`config.mk`:
```
export PLATFORM = sky130hd
export DESIGN_NAME = stage_execute
export DESIGN_NICKNAME = d
export VERILOG_FILES = /design/src/rtl/stage_execute_pkg.sv /design/src/rtl/stage_execute_out_port_reg.sv /design/src/rtl/stage_execute.sv
export SDC_FILE = /design/constraint.sdc
export NUM_CORES = 1
export LEC_CHECK = 0
export CORE_UTILIZATION = 40
export CTS_BUF_LIST = sky130_fd_sc_hd__clkbuf_16
export DETAILED_ROUTE_END_ITERATION = 10
export GPL_TIMING_DRIVEN = 0
export PLACE_DENSITY = 0.94
export SLEW_MARGIN = 0
export SYNTH_ARGS = -nofsm -noshare
export SYNTH_HDL_FRONTEND = slang
export SYNTH_SLANG_ARGS = --single-unit
export TNS_END_PERCENT = 100
```
`constraint.sdc`:
```
create_clock -name clk -period 7.4 [get_ports clk]
set_clock_uncertainty 0.2 [all_clocks]
set_input_delay 1.11 -clock clk [delete_from_list [all_inputs] [get_ports clk]]
set_output_delay 1.11 -clock clk [all_outputs]
set_load 0.01 [all_outputs]
```
`src/rtl/stage_execute_pkg.sv`:
```
`default_nettype none
// ============================================================================
// Module   : stage_execute_pkg
// Purpose  : Shared opcode bit indices for the brainfuck pipeline and the
//            priority decode used by the execute stage.
// Revision : 1.0 - initial release
// ============================================================================
package stage_execute_pkg;

  // One-hot opcode bit positions shared by every pipeline stage.
  localparam int OP_INC       = 0;  // '+'
  localparam int OP_DEC       = 1;  // '-'
  localparam int OP_INCDP     = 2;  // '>'
  localparam int OP_DECDP     = 3;  // '<'
  localparam int OP_OUT       = 4;  // '.'
  localparam int OP_IN        = 5;  // ','
  localparam int OP_LOOPBEGIN = 6;  // '['
  localparam int OP_LOOPEND   = 7;  // ']'
  localparam int OPCODE_MSB   = 7;

  // Action selected by the execute stage for one operation slot.
  typedef enum logic [2:0] {
    ACT_NONE       = 3'd0,
    ACT_INC        = 3'd1,
    ACT_DEC        = 3'd2,
    ACT_IN         = 3'd3,
    ACT_OUT        = 3'd4,
    ACT_LOOP_BEGIN = 3'd5,
    ACT_LOOP_END   = 3'd6
  } exec_act_e;

  // Priority decode: DRAM writes first, then output, then loop control.
  // A multi-hot opcode therefore executes only its highest-priority member.
  function automatic exec_act_e decode_op(input logic [OPCODE_MSB:0] op);
    exec_act_e act;
    act = ACT_NONE;
    if (op[OP_INC])                      act = ACT_INC;
    else if (op[OP_DEC])                 act = ACT_DEC;
    else if (op[OP_IN])                  act = ACT_IN;
    else if (op[OP_OUT])                 act = ACT_OUT;
    else if (op[OP_LOOPBEGIN])           act = ACT_LOOP_BEGIN;
    else if (op[OP_LOOPEND])             act = ACT_LOOP_END;
    else if (op[OP_INCDP] || op[OP_DECDP]) act = ACT_NONE;  // pointer ops retire here with no effect
    return act;
  endfunction

endpackage : stage_execute_pkg
`default_nettype wire

```
`src/rtl/stage_execute_out_port_reg.sv`:
```
`default_nettype none
// ============================================================================
// Module   : out_port_reg
// Purpose  : Output byte register with valid/accept handshake.
//            A load captures the byte and raises xwr; xwr falls on the edge
//            where xack is seen while xwr is high. xack with xwr low is
//            ignored.
// Ports    : clk, reset      - clock, asynchronous active-high reset
//            load, load_data - capture a new byte and raise xwr
//            xack            - external channel accepts xd
//            xd, xwr         - registered byte and its valid flag
//            done            - handshake completes this cycle (xwr & xack)
// Revision : 1.0 - initial release
// ============================================================================
module out_port_reg (
  input  logic       clk,
  input  logic       reset,
  input  logic       load,
  input  logic [7:0] load_data,
  input  logic       xack,
  output logic [7:0] xd,
  output logic       xwr,
  output logic       done
);

  logic [7:0] xd_q,  xd_d;
  logic       xwr_q, xwr_d;

  always_comb begin
    xd_d  = xd_q;
    xwr_d = xwr_q;
    if (load) begin
      xd_d  = load_data;
      xwr_d = 1'b1;
    end else if (xwr_q && xack) begin
      // xd keeps its last value; only the valid flag drops.
      xwr_d = 1'b0;
    end
  end

  always_ff @(posedge clk or posedge reset) begin
    if (reset) begin
      xd_q  <= 8'h00;
      xwr_q <= 1'b0;
    end else begin
      xd_q  <= xd_d;
      xwr_q <= xwr_d;
    end
  end

  assign xd   = xd_q;
  assign xwr  = xwr_q;
  assign done = xwr_q & xack;

endmodule : out_port_reg
`default_nettype wire

```
`src/rtl/stage_execute.sv`:
```
`default_nettype none
// ============================================================================
// Module   : stage_execute
// Purpose  : Final stage of the brainfuck pipeline. Performs DRAM write-back
//            for '+', '-', ',', the byte-output handshake for '.', and the
//            taken decision for '[' / ']'. Every DRAM write is followed by
//            one hold cycle so the next fetch reads the updated cell.
// Ports    : clk, reset           - clock, asynchronous active-high reset
//            operation, a, dp     - one-hot op, operand and data pointer
//            ack                  - operation consumed this cycle
//            dwe, dwa, dwd        - DRAM write port
//            xd, xwr, xack        - output byte channel
//            loop_fwd, loop_back  - loop-taken strobes to fetch
// Revision : 1.0 - initial release
// ============================================================================
module stage_execute
  import stage_execute_pkg::*;
#(
  parameter int A_WIDTH = 12,
  parameter int D_WIDTH = 8
) (
  input  logic               clk,
  input  logic               reset,
  input  logic [OPCODE_MSB:0] operation,
  input  logic [D_WIDTH-1:0] a,
  output logic               ack,
  input  logic [A_WIDTH-1:0] dp,
  output logic               dwe,
  output logic [A_WIDTH-1:0] dwa,
  output logic [D_WIDTH-1:0] dwd,
  output logic [7:0]         xd,
  output logic               xwr,
  input  logic               xack,
  output logic               loop_fwd,
  output logic               loop_back
);

  localparam logic [1:0] S_EXEC     = 2'd0;
  localparam logic [1:0] S_WB_HOLD  = 2'd1;
  localparam logic [1:0] S_OUT_WAIT = 2'd2;

  typedef enum logic [1:0] {
    EXEC     = S_EXEC,
    WB_HOLD  = S_WB_HOLD,
    OUT_WAIT = S_OUT_WAIT
  } state_e;

  state_e     state_q, state_d;
  exec_act_e  act;
  logic       out_load;
  logic       out_done;
  logic [7:0] out_byte;

  // Output channel is always one byte wide; narrow cells are zero-extended.
  generate
    if (D_WIDTH >= 8) begin : g_byte_trunc
      assign out_byte = a[7:0];
    end else begin : g_byte_zext
      assign out_byte = {{(8 - D_WIDTH){1'b0}}, a};
    end
  endgenerate

  assign act = decode_op(operation);
  assign dwa = dp;

  always_comb begin
    state_d   = state_q;
    ack       = 1'b1;
    dwe       = 1'b0;
    dwd       = '0;
    loop_fwd  = 1'b0;
    loop_back = 1'b0;
    out_load  = 1'b0;

    case (state_q)
      EXEC: begin
        case (act)
          ACT_INC: begin
            dwe     = 1'b1;
            dwd     = a + 1'b1;
            ack     = 1'b0;
            state_d = WB_HOLD;
          end
          ACT_DEC: begin
            dwe     = 1'b1;
            dwd     = a - 1'b1;
            ack     = 1'b0;
            state_d = WB_HOLD;
          end
          ACT_IN: begin
            dwe     = 1'b1;
            dwd     = a;
            ack     = 1'b0;
            state_d = WB_HOLD;
          end
          ACT_OUT: begin
            ack      = 1'b0;
            out_load = 1'b1;
            state_d  = OUT_WAIT;
          end
          ACT_LOOP_BEGIN: loop_fwd  = (a == '0);
          ACT_LOOP_END:   loop_back = (a != '0);
          default: ;
        endcase
      end

      // The write already happened in EXEC; this cycle only retires the op
      // so the following fetch sees the updated cell.
      WB_HOLD: state_d = EXEC;

      OUT_WAIT: begin
        ack = out_done;
        if (out_done) state_d = EXEC;
      end

      default: state_d = EXEC;
    endcase
  end

  always_ff @(posedge clk or posedge reset) begin
    if (reset) state_q <= EXEC;
    else       state_q <= state_d;
  end

  out_port_reg u_out_port_reg (
    .clk       (clk),
    .reset     (reset),
    .load      (out_load),
    .load_data (out_byte),
    .xack      (xack),
    .xd        (xd),
    .xwr       (xwr),
    .done      (out_done)
  );

endmodule : stage_execute
`default_nettype wire
```
### Clock routing, run 1

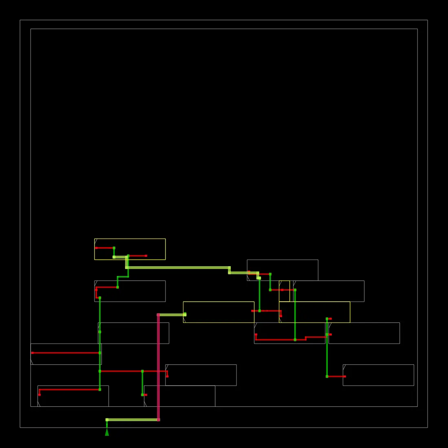
Clk Latency, worst-skew pair: 0.24 ns
Num CTS Buffers: 3
registers: 11
clk pwr: 96.6 uW
clk sink count: 11

### Clock wires, drivers and flops, run 1

(12 px per um)
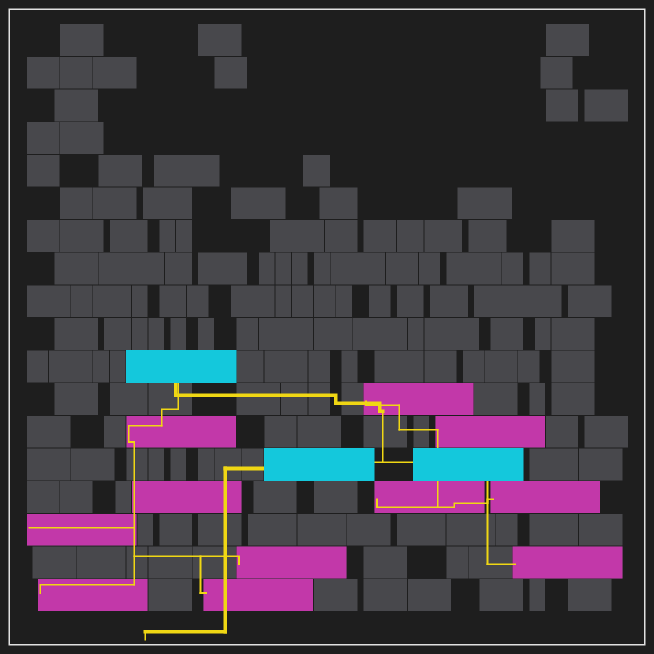
[cyan] clock drivers | count: 3
[yellow] clock wires | length: 149 um
[magenta] flip-flops | count: 11
routed clock nets: 4
clock share of power: 0.229

==> Slide: Implementation Results, run 1 <==
Flow Results at a Glance

Place
  – DP HPWL: roughly 2300 um
  – # port buffers: 47

Clock network
  – CTS H-tree depth: 1
  – Post-CTS Setup Repair Bufs: 0
  – Root buf cell: clkbuf_16
  – Clock Path Buffers: 2
  – TritonCTS clock tree: done

Global route
  – Initial antenna violation count: 0
  – GRT Resource Usage Total: 0.220
  – Vias in the first global route: ~1000
  – First-pass GRT wire length: 4500 um

Final timing
  – Final worst slack: between 1.5 and 2 ns
  – Hold Vio Cnt, Final: 0
  – RSZ-0062 raised after global routing: false
  – Fin. max-slew vios: 0

Layout
  – Fin nets: 207
  – Synthesis-to-layout area growth: 56.8%
  – Layout cells sized above 1: 0.220

Logic synthesis
  – Yosys chip area: 1030 um^2
  – Ranking of synthesized cells by area: dfrtp_1 27%, mux2_2 9.8%, buf_4 8.7%
  – Max-area cell share: 0.266
  – Synth Warn #: 0
  – Syn Nets: 155
  – Syn Inst Count: 117
  – Post-synth ARST share: 1.00
  – Registers, synthesis: 11
  – Mean Syn Cell Area: 8.83 um^2
  – Sequential fraction of the synthesis area: 0.266

Pwr
  – Pleak: 0.704 nW

Floorplan
  – I/O pin count: 64
  – Die X: 52.8 um
  – DIE HEIGHT: 52.8 um
  – Die Size: 2790 um^2

Setup path
  – Setup CP Type: in2out
  – Data arrival, critical path: ~4.3 ns
  – Worst Path Required: 6.09 ns
  – Crit path launch type: primary input

Detailed routing
  – Vias: 1105
  – DR pass1 iterations: 4

Flow run
  – Log Warnings: 28

Hold path
  – Worst min path class: reg2reg

Run status
  – Status: complete, no violations
### Local utilization, run 1

(4 px per um) The die is cut into 11 by 11 equal tiles; black is low, pale yellow is high, 0 to 100% covered.
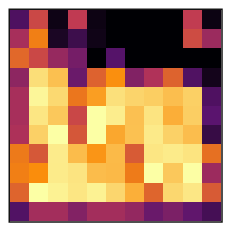
emptiest ninth of the die: top centre
fullest tile: 100%
mean over tiles: 57%
core area: 2450 um^2
Initial Util: 0.421
final core utilization: 0.660

### Cell classes on the final placement, run 1

(8 px per um) Fill, decap, tap and diode cells in grey.
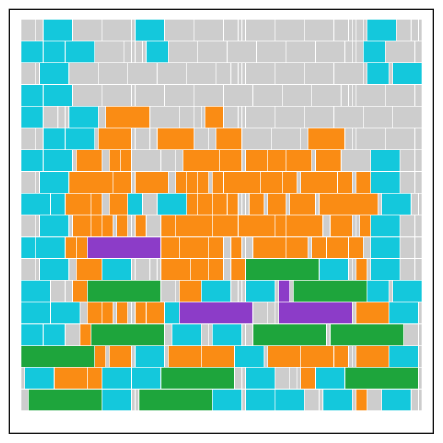
[cyan] other buffers and delay cells | cells: 63
[green] flops | cells: 11
[purple] clock drivers and dummy loads | cells: 4
[orange] combinational and other logic | cells: 90
Layout Cell Area excl Fill: 1620 um^2
row count: 18

[run 1: through the flow]
step                std cells   util  hold slack (ns)  instance area [um^2]
finish                    198  0.660            0.304                  1620
global route              198  0.660            0.311                  1620
CTS                       198  0.660            0.306                  1620
detailed placement        194  0.628            0.297                  1540
global placement          194  0.628            0.285                  1540
floorplan                 117      -            0.310                  1030
[run 1: worst paths after layout]
kind,from,endpoint,slack (ns),cells past startpoint
max in group asynchronous,reset,u_out_port_reg.xd[3],5.74,2
hold / removal,u_out_port_reg.xd[1],u_out_port_reg.xd[1],0.30,1
min in group asynchronous,reset,state_q[1],0.97,2
setup / recovery,operation[1],dwd[7],1.79,9
hold reg to reg,u_out_port_reg.xd[1],u_out_port_reg.xd[1],0.30,1
setup reg to reg,state_q[0],u_out_port_reg.xd[3],5.58,3
[run 1: cell families (layout without fill, tap and decap cells)]
group                      count (synthesis)  in the layout  synth area share
muxes                                     10             10             0.108
and+or+nand+nor                           39             39             0.195
buffers and inverters                     20             71             0.121
AOI/OAI and AO/OA                         27             27             0.192
adders and majority gates                  7              7            0.0920
DFF                                       11             11             0.266
xor gates and xnor gates                   3              3            0.0254
[run 1: cell type report]
cell class                      instances  area (um^2)  area share
Clock buffer                            3         75.1      0.0463
Sequential cell                        11          275       0.170
Tap cell                               30         37.5      0.0232
Timing Repair Buffer                   47          470       0.290
Buffer                                 16          110      0.0680
Multi-Input combinational cell         86          633       0.391
Inverter                                4         15.0     0.00927
Clock inverter                          1         3.75     0.00232
[run 1: power breakdown]
part	switching [mW]	internal, mW
Sequential	0.0137	0.0867
Clock	0.0258	0.0708
Combinational	0.0958	0.130
Total	0.135	0.287
[run 1: placed cells by master, fill, tap and decap left out, drive strengths merged, types with 2 or more instances in the layout]
cell type      instances
nand2                 10
or2                    2
clkdlybuf4s50         47
clkbuf                 3
ha                     6
o211ai                 3
o21ai                  4
nor2                  13
xnor2                  3
nor4                   2
a21o                   2
mux2                   9
dfrtp                 11
a211o                  2
buf                   16
a211oi                 2
inv                    5
nand3                  5
a21oi                  7
[run 1: per-layer routing]
layer  GRT usage  share of wire  vias up
met3      0.0551          0.059        7
met1       0.234           0.40      525
met5           0              0        -
li1            -              -      519
met4      0.0877          0.021        0
met2       0.405           0.52       54
[run 1: critical path, stage by stage]
cell	delay [ns]
clkdlybuf4s50_1	0.56
nor2b_1	0.56
ha_1	0.37
a211oi_2	0.32
o211ai_2	0.13
nand2_2	0.10
mux2_2	0.34
a311oi_2	0.22
clkdlybuf4s50_1	0.58
[run 1: state kept, by name, summed over array words and instances (netlist names)]
register            cells
u_out_port_reg.xd       8
state_q                 2
u_out_port_reg.xwr      1
### Layout detail, run 1

Window x 14 to 39, y 14 to 39 um. Cells in grey, sequential cells in the stronger grey; small squares are vias.
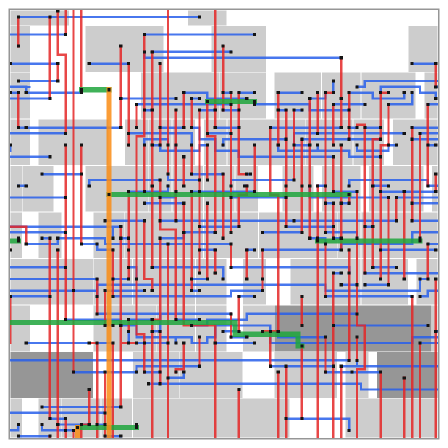

--- run 2 (diff from run 1) ---
- CORE_UTILIZATION: 40 -> 33
- PLACE_DENSITY: 0.94 -> 0.84
- clock period: 7.4 -> 4.5 ns (I/O delays scaled with it)
### Layout detail, run 2

Window x 16 to 41, y 16 to 41 um. Cells in grey, sequential cells in the stronger grey; small squares are vias.
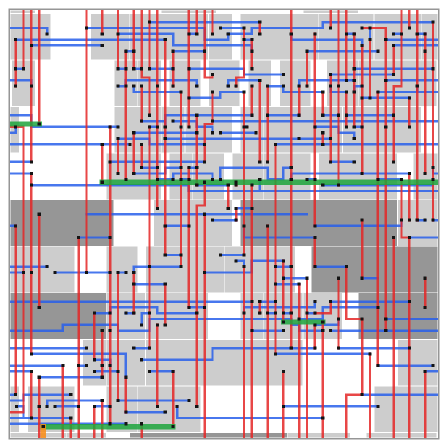
[green] metal 3
[blue] metal 1
[red] metal 2
[orange] metal 4
sequential cells in the window: 5
cells with their middle in the window: 50
netlist names of flops here include: u_out_port_reg.xd (3), state_q (2)
most frequent: ha_1 (6), nand2_1 (5), dfrtp_1 (5)

### Local utilization, run 2

(4 px per um) The die is cut into 12 by 12 equal tiles; black is low, pale yellow is high, 0 to 100% covered.
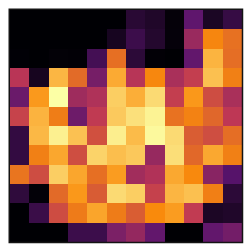
densest ninth of the die: centre
tiles over 75% full: 26%
fullest tile: 100%
emptiest ninth of the die: upper left
mean over tiles: 47%
nearly empty tiles: 18%
final core utilization: 0.571
Initial Util: 0.362
core area: 2850 um^2

==> run 2 against run 1 <==
Against the previous run:
- the run now ends with design-rule violations left
- largest power group unchanged
- die area grew 20%
- register-to-register slack worse by 2.9 ns
- critical endpoint unchanged
- sequential share of layout area down 0.091 points
- routed wire length up 0.21%
- setup slack got worse by 1.7 ns
- critical path depth stayed put
- synthesized area unchanged
==> Slide: Implementation Results, run 2 <==
Flow Results at a Glance

Clock network
  – TritonCTS clock tree: done
  – Clk sink count: 11 (unchanged)

Setup path
  – Reg2reg end: u_out_port_reg.xd[6]
  – Critical-path cell with the highest stage delay: clkdlybuf4s50_1
  – Crit path launch type: primary input
  – Worst R2R Setup Slack: 2.73 ns (-2.85 ns)
  – Most used cell, CP: clkdlybuf4s50_1
  – Worst Path Required: 3.62 ns (-2.47 ns)
  – CP Depth: 9 (unchanged)

Logic synthesis
  – Synth Warn #: 0 (unchanged)
  – Max-area cell share: 0.266 (unchanged)
  – Yosys chip area: 1030 um^2 (unchanged)
  – Sequential fraction of the synthesis area: 0.266 (unchanged)

Detailed routing
  – Residual DRC: 8

Floorplan
  – Die Size: 3360 um^2 (+20%)
  – DIE HEIGHT: 58.0 um (+9.7%)
  – Row count: 19 (+1)
  – I/O pin count: 64 (unchanged)

Layout
  – Layout cells sized above 1: 0.226 (+0.00595)
  – Fin nets: 207 (unchanged)

Global route
  – Grt met3 use: 0.0469 (-0.00820)
  – Met1 usage: 0.211 (-0.0231)
  – First-pass GRT wire length: 4530 um (+0.62%)
  – Vias in the first global route: 1020 (-2.4%)

Run status
  – Status: complete, but fails checks
  – Failing checks: design-rule violations

Final timing
  – RSZ-0062 raised after global routing: false
  – Hold Vio Cnt, Final: 0 (unchanged)
  – Final worst slack: 0.131 ns (-1.66 ns)

Place
  – # port buffers: 47 (unchanged)
==> run 2: layout make-up <==
type / instances / area, um^2
clock inverter: 1 / 3.75
timing repair buffer: 47 / 470
multi-input combinational: 86 / 641
buffer: 16 / 110
fill: 248 / 1220
clock buffer: 3 / 75.1
tap: 31 / 38.8
sequential: 11 / 275
inverter: 4 / 15.0
==> run 2: layer usage <==
metal  up-vias  wire, um
li1        511         -
met1       516      1190
met2        59      1430
met3         2       283
met4         0        15
met5         -         0
==> run 2: worst min path at each step <==
stage	start	to	cells after the start
3_5_place_dp	u_out_port_reg.xd[3]	u_out_port_reg.xd[3]	1
5_1_grt	u_out_port_reg.xd[1]	u_out_port_reg.xd[1]	1
6_report	u_out_port_reg.xd[3]	u_out_port_reg.xd[3]	1
3_3_place_gp	u_out_port_reg.xd[4]	u_out_port_reg.xd[4]	1
4_1_cts	u_out_port_reg.xd[3]	u_out_port_reg.xd[3]	1
2_1_floorplan	state_q[1]	state_q[1]	2
==> run 2: kinds of logic after synthesis <==
kind of cell | Yosys count | share of synthesized area
xor+xnor | 3 | 0.0254
mux | 10 | 0.108
flops | 11 | 0.266
buf+inv | 20 | 0.121
fa+ha+maj | 7 | 0.0920
simple gates | 39 | 0.195
compound gates | 27 | 0.192
==> run 2: worst reg2reg max path: stages (launching register included) <==
cell and delay (ns):
dfrtp_1 0.38, nor2_1 0.32, nand4b_2 0.36, mux2_2 0.39
==> run 2: through the flow <==
stage               setup TNS [ns]  std cells  total power [mW]
finish                           0        199             0.698
global placement           -0.0957        195             0.523
floorplan                        0        117             0.339
CTS                              0        199             0.703
global route                     0        199             0.738
detailed placement          -0.230        195             0.536
==> run 2: power breakdown <==
group | leakage [nW] | internal [mW] | switching [mW]
Sequential | 0.137 | 0.143 | 0.0246
Clock | 0.0423 | 0.117 | 0.0427
Combinational | 0.530 | 0.214 | 0.157
==> run 2: timing repair <==
action                                 4_1_cts  5_1_grt
gates resized                                1        1
endpoints found under the hold margin        0        0
hold buffers                                 0        0
pin swaps                                    0        0
setup endpoints to repair                    3        2
### Clock routing, run 2

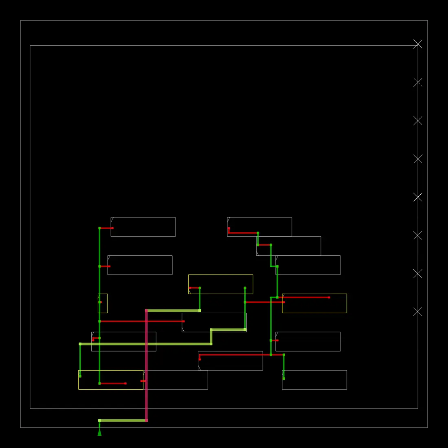

--- run 3 (diff from run 2) ---
- SKIP_CTS_REPAIR_TIMING: unset -> 1
### Clock routing, run 3

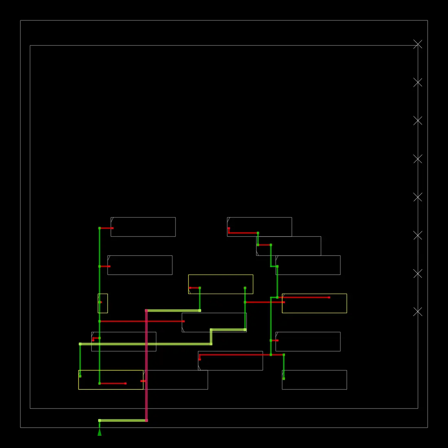
clk pwr: 159 uW
clkbuf count: 3

==> run 3 against run 2 <==
Against the previous run:
- the flow still finishes with violations (design-rule violations)
- critical endpoint unchanged
- global-route usage decreased by 0.094 points
- clock-buffer cell count stayed put
- setup slack got worse by 0.0012 ns
- sequential power is essentially flat
- combinational power about the same
- first-iteration DRC count unchanged
- sequential share of layout area unchanged
- hold slack about the same
- largest cell class unchanged
- critical path type unchanged
- cell count is the same
==> Slide: Implementation Results, run 3 <==
Flow Results at a Glance

Layout
  – FF/Latch Area: 275 um^2 (unchanged)
  – Fin nets: 207 (unchanged)
  – Layout cells sized above 1: 0.226 (unchanged)
  – # fillers: 248 (unchanged)
  – Logic area: 641 um^2 (unchanged)

Clock network
  – Clk sink count: 11 (unchanged)
  – TritonCTS clock tree: done

Floorplan
  – I/O pin count: 64 (unchanged)
  – Row count: 19 (unchanged)
  – Die Size: 3360 um^2 (unchanged)
  – DIE HEIGHT: 58.0 um (unchanged)
  – Die X: between 50 and 60 um
  – Initial Util: 0.362 (unchanged)
  – Core area: 2850 um^2 (unchanged)

Setup path
  – Critical-path cell with the highest stage delay: clkdlybuf4s50_1
  – Worst R2R Setup Slack: 2.73 ns (about the same)
  – Most used cell, CP: clkdlybuf4s50_1
  – Data arrival, critical path: 3.50 ns
  – Crit path launch type: primary input
  – Worst Path Required: 3.62 ns (about the same)
  – CP Depth: 9 (unchanged)

Detailed routing
  – Residual DRC: 8 (unchanged)

Final timing
  – RSZ-0062 raised after global routing: false
  – Hold Vio Cnt, Final: 0 (unchanged)
  – Final worst slack: 0.130 ns (-0.00119 ns)
  – Setup TNS: 0 ns (unchanged)

Run status
  – Failing checks: design-rule violations
  – Status: complete, but fails checks

Logic synthesis
  – Yosys chip area: 1030 um^2 (unchanged)
  – Max-area cell share: 0.266 (unchanged)
  – Synth Warn #: 0 (unchanged)
  – Sequential fraction of the synthesis area: 0.266 (unchanged)

Global route
  – Vias in the first global route: 1020 (unchanged)
  – First-pass GRT wire length: 4510 um (-0.31%)

Place
  – # port buffers: 47 (unchanged)
### Layout detail, run 3

Window x 16 to 41, y 16 to 41 um. Cells in grey, sequential cells in the stronger grey; small squares are vias.
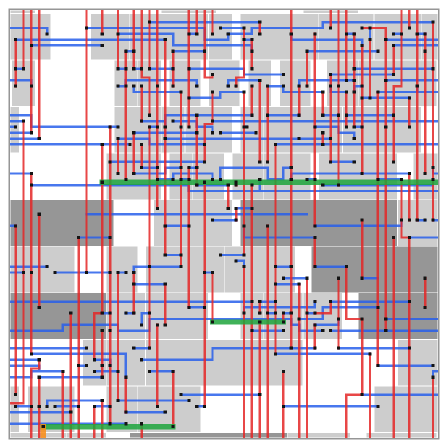
[orange] metal 4
[green] metal 3
[blue] metal 1
[red] metal 2
sequential cells in the window: 5
most frequent: ha_1 (6), nand2_1 (5), dfrtp_1 (5)
cells with their middle in the window: 50
netlist names of flops here include: u_out_port_reg.xd (3), state_q (2)

==> run 3: stage by stage <==
stage	area [um^2]	std cells	total power, mW	util
2_1_floorplan	1030	117	0.339	-
3_3_place_gp	1540	195	0.523	0.541
3_5_place_dp	1540	195	0.536	0.541
4_1_cts	1620	199	0.703	0.568
5_1_grt	1630	199	0.738	0.571
6_report	1630	199	0.698	0.571
==> run 3: metal layers <==
| metal | share of wire | track usage | vias up |
|---|---|---|---|
| li1 | - | - | 514 |
| met4 | 0.0052 | 0.0374 | 0 |
| met5 | 0 | 0 | - |
| met3 | 0.097 | 0.0469 | 2 |
| met2 | 0.49 | 0.314 | 58 |
| met1 | 0.40 | 0.209 | 516 |
==> run 3: area by class of cell <==
class	instances	area share
clock inverter	1	0.00230
clock buffer	3	0.0461
sequential	11	0.169
buffer	16	0.0676
multi-input combinational	86	0.393
tap	31	0.0238
timing repair buffer	47	0.289
inverter	4	0.00922
==> run 3: power breakdown <==
group | internal (mW) | switching, mW | total [mW]
logic | 0.214 | 0.157 | 0.371
registers | 0.143 | 0.0249 | 0.168
clock network | 0.117 | 0.0426 | 0.159
total | 0.474 | 0.224 | 0.698
==> run 3: cell families after synthesis <==
family,after synthesis,synth area share
AOI/OAI and AO/OA,27,0.192
xor gates and xnor gates,3,0.0254
adders and majority gates,7,0.0920
buffers and inverters,20,0.121
DFF,11,0.266
muxes,10,0.108
and+or+nand+nor,39,0.195
==> run 3: worst min path at each step <==
stage                                    start                    to  depth (start not counted)  slack, ns
after CTS                 u_out_port_reg.xd[3]  u_out_port_reg.xd[3]                          1       0.31
after detailed placement  u_out_port_reg.xd[3]  u_out_port_reg.xd[3]                          1       0.30
after floorplan                     state_q[1]            state_q[1]                          2       0.31
after global routing      u_out_port_reg.xd[1]  u_out_port_reg.xd[1]                          1       0.33
after global placement    u_out_port_reg.xd[4]  u_out_port_reg.xd[4]                          1       0.29
final                     u_out_port_reg.xd[3]  u_out_port_reg.xd[3]                          1       0.31
No activity file was given, so power comes from the tool's default toggle rates.
